[config.mk]
export PLATFORM = sky130hd
export DESIGN_NAME = cond_exec_ctrl
export DESIGN_NICKNAME = d
export VERILOG_FILES = /design/src/rtl/cond_exec_ctrl.sv
export SDC_FILE = /design/constraint.sdc
export NUM_CORES = 1
export LEC_CHECK = 0
export CORE_ASPECT_RATIO = 1.25
export CORE_MARGIN = 5
export CORE_UTILIZATION = 66
export CTS_CLUSTER_DIAMETER = 30
export CTS_CLUSTER_SIZE = 8
export DETAILED_ROUTE_END_ITERATION = 10
export DONT_BUFFER_PORTS = 1
export PLACE_DENSITY = 0.82
export RECOVER_POWER = 100
export SLEW_MARGIN = 15
export SYNTH_ARGS = -nofsm -noshare
export SYNTH_HDL_FRONTEND = slang
export SYNTH_SLANG_ARGS = --single-unit
[constraint.sdc]
create_clock -name clk -period 5.7 [get_ports clk]
set_input_delay 0.855 -clock clk [delete_from_list [all_inputs] [get_ports clk]]
set_output_delay 0.855 -clock clk [all_outputs]
set_load 0.005 [all_outputs]
[src/rtl/cond_exec_ctrl.sv]
// Conditional-execution controller.
// Accepts one instruction at a time, tests its ARM condition field against
// the status register, and either launches the ALU (condition passed) or
// retires the instruction as skipped. The status register takes ALU flags on
// execute when the S bit is set, or direct MSR-style writes.
module cond_exec_ctrl #(
    parameter int CNT_W = 8
) (
    input  logic             clk,
    input  logic             rst_n,
    input  logic             issue_valid,
    output logic             issue_ready,
    input  logic [3:0]       issue_cond,
    input  logic             issue_s,
    output logic             alu_start,
    input  logic             alu_done,
    input  logic [3:0]       alu_flags,
    output logic             alu_kill,
    input  logic             flush,
    input  logic             sr_wr_en,
    input  logic [3:0]       sr_wr_data,
    output logic [3:0]       sr,
    output logic             commit_valid,
    output logic             commit_pass,
    output logic [CNT_W-1:0] pass_cnt,
    output logic [CNT_W-1:0] fail_cnt
);

    typedef enum logic [1:0] {
        IDLE  = 2'd0,
        CHECK = 2'd1,
        BUSY  = 2'd2
    } state_t;

    state_t     state, state_nx;
    logic [3:0] cond_q;
    logic       s_q;
    logic       cond_ok;

    // Next-cycle values for the registered pulse outputs and side effects.
    logic start_nx, kill_nx, commit_nx, commit_pass_nx;
    logic pass_inc, fail_inc, sr_from_alu;

    // ARM condition codes evaluated against {N,Z,C,V}.
    function automatic logic cond_eval(input logic [3:0] c, input logic [3:0] f);
        logic n, z, cf, v;
        n  = f[3];
        z  = f[2];
        cf = f[1];
        v  = f[0];
        case (c)
            4'h0:    return z;
            4'h1:    return !z;
            4'h2:    return cf;
            4'h3:    return !cf;
            4'h4:    return n;
            4'h5:    return !n;
            4'h6:    return v;
            4'h7:    return !v;
            4'h8:    return cf && !z;
            4'h9:    return !cf || z;
            4'hA:    return n == v;
            4'hB:    return n != v;
            4'hC:    return !z && (n == v);
            4'hD:    return z || (n != v);
            default: return 1'b1;
        endcase
    endfunction

    // The condition sees the live status register during CHECK, so a write
    // landing on the accept edge is already visible.
    assign cond_ok     = cond_eval(cond_q, sr);
    assign issue_ready = (state == IDLE);

    // Next-state and next-output decode; flush overrides completion.
    always_comb begin
        // NOTE: every signal driven here gets a default first so no latch is inferred.
        state_nx       = state;
        start_nx       = 1'b0;
        kill_nx        = 1'b0;
        commit_nx      = 1'b0;
        commit_pass_nx = 1'b0;
        pass_inc       = 1'b0;
        fail_inc       = 1'b0;
        sr_from_alu    = 1'b0;
        case (state)
            IDLE: begin
                if (issue_valid) state_nx = CHECK;
            end
            CHECK: begin
                if (flush) begin
                    state_nx = IDLE;
                end else if (cond_ok) begin
                    state_nx = BUSY;
                    start_nx = 1'b1;
                end else begin
                    state_nx  = IDLE;
                    commit_nx = 1'b1;
                    fail_inc  = 1'b1;
                end
            end
            BUSY: begin
                if (flush) begin
                    state_nx = IDLE;
                    kill_nx  = 1'b1;
                end else if (alu_done) begin
                    state_nx       = IDLE;
                    commit_nx      = 1'b1;
                    commit_pass_nx = 1'b1;
                    pass_inc       = 1'b1;
                    sr_from_alu    = s_q;
                end
            end
            default: state_nx = IDLE;
        endcase
    end

    // State register plus registered one-cycle pulses.
    always_ff @(posedge clk or negedge rst_n) begin
        // NOTE: sequential state uses <= so every register updates from pre-edge values.
        if (!rst_n) begin
            state        <= IDLE;
            alu_start    <= 1'b0;
            alu_kill     <= 1'b0;
            commit_valid <= 1'b0;
            commit_pass  <= 1'b0;
        end else begin
            state        <= state_nx;
            alu_start    <= start_nx;
            alu_kill     <= kill_nx;
            commit_valid <= commit_nx;
            commit_pass  <= commit_pass_nx;
        end
    end

    // Capture the offered instruction's condition and S bit on acceptance.
    always_ff @(posedge clk or negedge rst_n) begin
        if (!rst_n) begin
            cond_q <= 4'h0;
            s_q    <= 1'b0;
        end else if (issue_valid && issue_ready) begin
            cond_q <= issue_cond;
            s_q    <= issue_s;
        end
    end

    // Status register: ALU flag update beats a simultaneous direct write.
    always_ff @(posedge clk or negedge rst_n) begin
        if (!rst_n) begin
            sr <= 4'h0;
        end else if (sr_from_alu) begin
            sr <= alu_flags;
        end else if (sr_wr_en) begin
            sr <= sr_wr_data;
        end
    end

    // Executed/skipped counters, wrapping naturally at 2^CNT_W.
    always_ff @(posedge clk or negedge rst_n) begin
        if (!rst_n) begin
            pass_cnt <= '0;
            fail_cnt <= '0;
        end else begin
            if (pass_inc) pass_cnt <= pass_cnt + CNT_W'(1);
            if (fail_inc) fail_cnt <= fail_cnt + CNT_W'(1);
        end
    end

endmodule

Figure 1. Nets reached from selected ports.
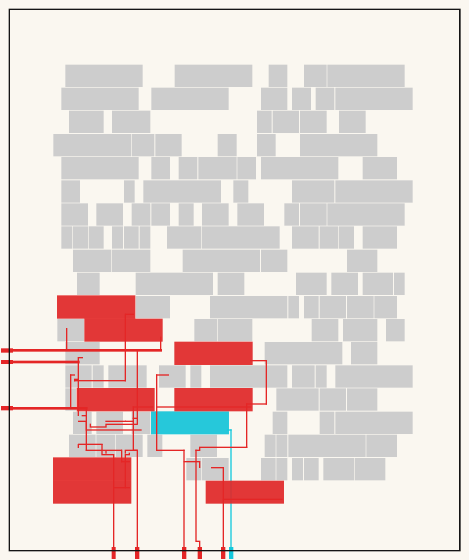
Key: cyan = commit_pass [bits 1, direction output, end cells 1, buffers 0, wire 14.2 µm]; red = pass_cnt [bits 8, direction output, end cells 8, buffers 0, wire 236 µm]
ports placed on the boundary: 44
IO Port Bufs: 0

Figure 2. Cell placement.
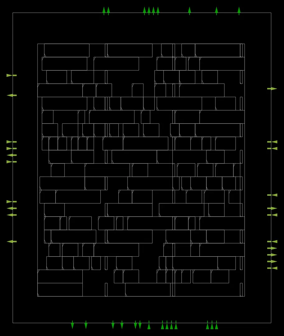
flop share of the area: 49.3%
final core utilization: 72.0%

Figure 3. Routed metal per tile.
11 x 13 tiles, from black (low) to pale yellow (high), scaled to the fullest tile. Values are wire area over tile area, all layers added.
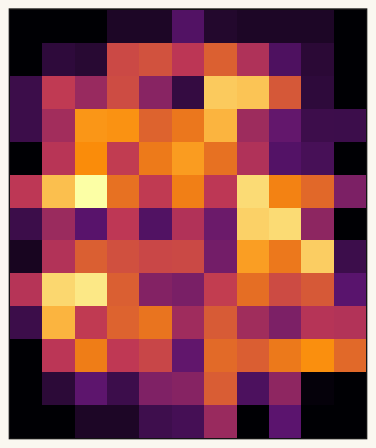
The mean over all tiles is 0.14. The emptiest ninth of the die: upper right. 40% of the tiles are over half the peak. The fullest tile reaches 0.35. 13% of the tiles are nearly empty.

## flip-flops by register name, indices dropped and copies added, names as in the netlist
signal        cells
cond_q            4
pass_cnt          8
commit_valid      1
state             2
sr                4
fail_cnt          8
commit_pass       1
alu_kill          1
alu_start         1
s_q               1
## power breakdown
group | leakage [nW] | internal (mW) | switching [mW] | total [mW]
logic | 0.291 | 0.107 | 0.109 | 0.215
registers | 0.401 | 0.277 | 0.0806 | 0.358
clock network | 0.0386 | 0.0725 | 0.0701 | 0.143
total | 0.730 | 0.456 | 0.259 | 0.716
## cell families after synthesis
family	after synthesis	share of synthesized area (%)
buf+inv	8	2.40
xor+xnor	18	10.4
compound gates	13	6.46
mux	13	9.28
flops	31	51.4
fa+ha+maj	5	4.14
simple gates	40	15.9
==> deck_impl_summary.md <==
Run Summary

Global route
  – Antenna violations before repair: 0
  – Busiest layer in global routing: met2
  – Vias in the first global route: 1041
  – Largest net degree at the start of global routing: 32

CTS
  – Number of cells upsized or downsized after cts: 0
  – Max H-tree Level: 2
  – Latency at later pin: approximately 0.33 ns
  – CTS tree: built
  – Clk sink count: 31
  – Number of buffers inserted for hold repair after clock tree synthesis: 0

Yosys
  – Count of flip-flops with a built-in enable after synthesis: 0
  – Net count after synthesis: between 150 and 200
  – Synthesized registers: 31
  – Seq/Total Area, Yosys: between 50% and 60%
  – Yosys top cell area share: between 50% and 60%
  – Yosys-reported design area after synthesis: between 1500 and 2000 µm²
  – Asr flop ratio synth: 100%
  – Ranking of synthesized cells by area: sky130_fd_sc_hd__dfrtp_1, sky130_fd_sc_hd__xnor2_1, sky130_fd_sc_hd__mux2_2
  – Prevailing post-synth register cell: sky130_fd_sc_hd__dfrtp_1
  – Most frequently used cell type in the post-synthesis netlist: sky130_fd_sc_hd__dfrtp_1
  – Gate Count Post-Synth: around 130

Critical path
  – Path length in cells of the critical path: 6
  – Origin of the critical flop-to-flop path: cond_q[0]$_DFFE_PN0P_
  – Kind of cell adding the most delay to the critical path: AND-OR/OR-AND gates
  – Critical setup path kind: reg -> reg
  – Timing startpoint of the critical path: cond_q[0]$_DFFE_PN0P_
  – Worst Setup Start Kind: flop
  – Bufs and invs on worst path: 0
  – Reg2reg end: fail_cnt[1]$_DFFE_PN0P_
  – Register-to-register path setup slack: about 2.0 ns
  – Crit path to: fail_cnt[1]$_DFFE_PN0P_
  – Worst stage delay on the critical path: roughly 1.9 ns
  – Data required time at the worst endpoint: a little under 6 ns
  – Crit-path max FO: 9

Final layout
  – Clock network area share: about 4.4%
  – Comb area share: a little over two fifths
  – Fin nets: approximately 150
  – Top library cells by usage in the layout, fill and taps aside: sky130_fd_sc_hd__dfrtp_1, sky130_fd_sc_hd__xnor2_1, sky130_fd_sc_hd__a21oi_1
  – Area overhead of the layout relative to synthesis: 4.23%
  – Register area: slightly below 800 µm²
  – Final non-filler cell total: between 150 and 200
  – Post-route cell area: 1570 µm²
  – Fillers: around 170
  – Non-clock buffers, area share: 0%
  – Multi-input gate count: between 80 and 90
  – Inverters excl. clock: 3
  – Total of clock buffers placed in the layout: 8

Timing
  – Final period utilization: between 60% and 70%
  – Clock skew after layout: between 0.007 and 0.008 ns
  – Worst slew margin relative to its limit: -60.1%
  – Final Max-Slew Violation Tally: 10
  – Final Setup Violations: 0
  – Setup slack after layout: between 2 and 2.5 ns
  – Final Hold Violation Tally: 0
  – Setup TNS Final: 0 ns
  – Max Clock Freq: around 270 MHz

Power
  – LEAKAGE: roughly 0.73 nW
  – Worst IR drop on VDD: between 300 and 400 µV

Die
  – Std-Cell Rows: 19
  – Core Box Area: roughly 2200 µm²
  – Horizontal die size: approximately 53 µm

Routing
  – Mean routed wirelength per cell: ~18 µm
  – Length of routed met2 wiring: between 1000 and 1500 µm
  – Violation tally from detailed-route iteration zero: 19
  – Pre-antenna DRT Iters: 2
  – Total wire length: roughly 2800 µm
  – Met1 Wirelength: roughly 1100 µm
  – Post-detailed-route count of antenna-violating nets: 0
  – Detailed route wirelength on metal3: around 240 µm

Outcome
  – Status: finished with violations
  – Violated checks: max-capacitance violations, max-slew violations

Run
  – Max-capacitance violation count: 1
  – Number of warnings in the stage logs: 28

Placement
  – Total cell area at the placement stage: about 1500 µm²
  – Setup slack after placement: about 3.3 ns

Min path
  – Min-delay worst type: in -> async
Power is estimated from default activity; no workload was simulated.
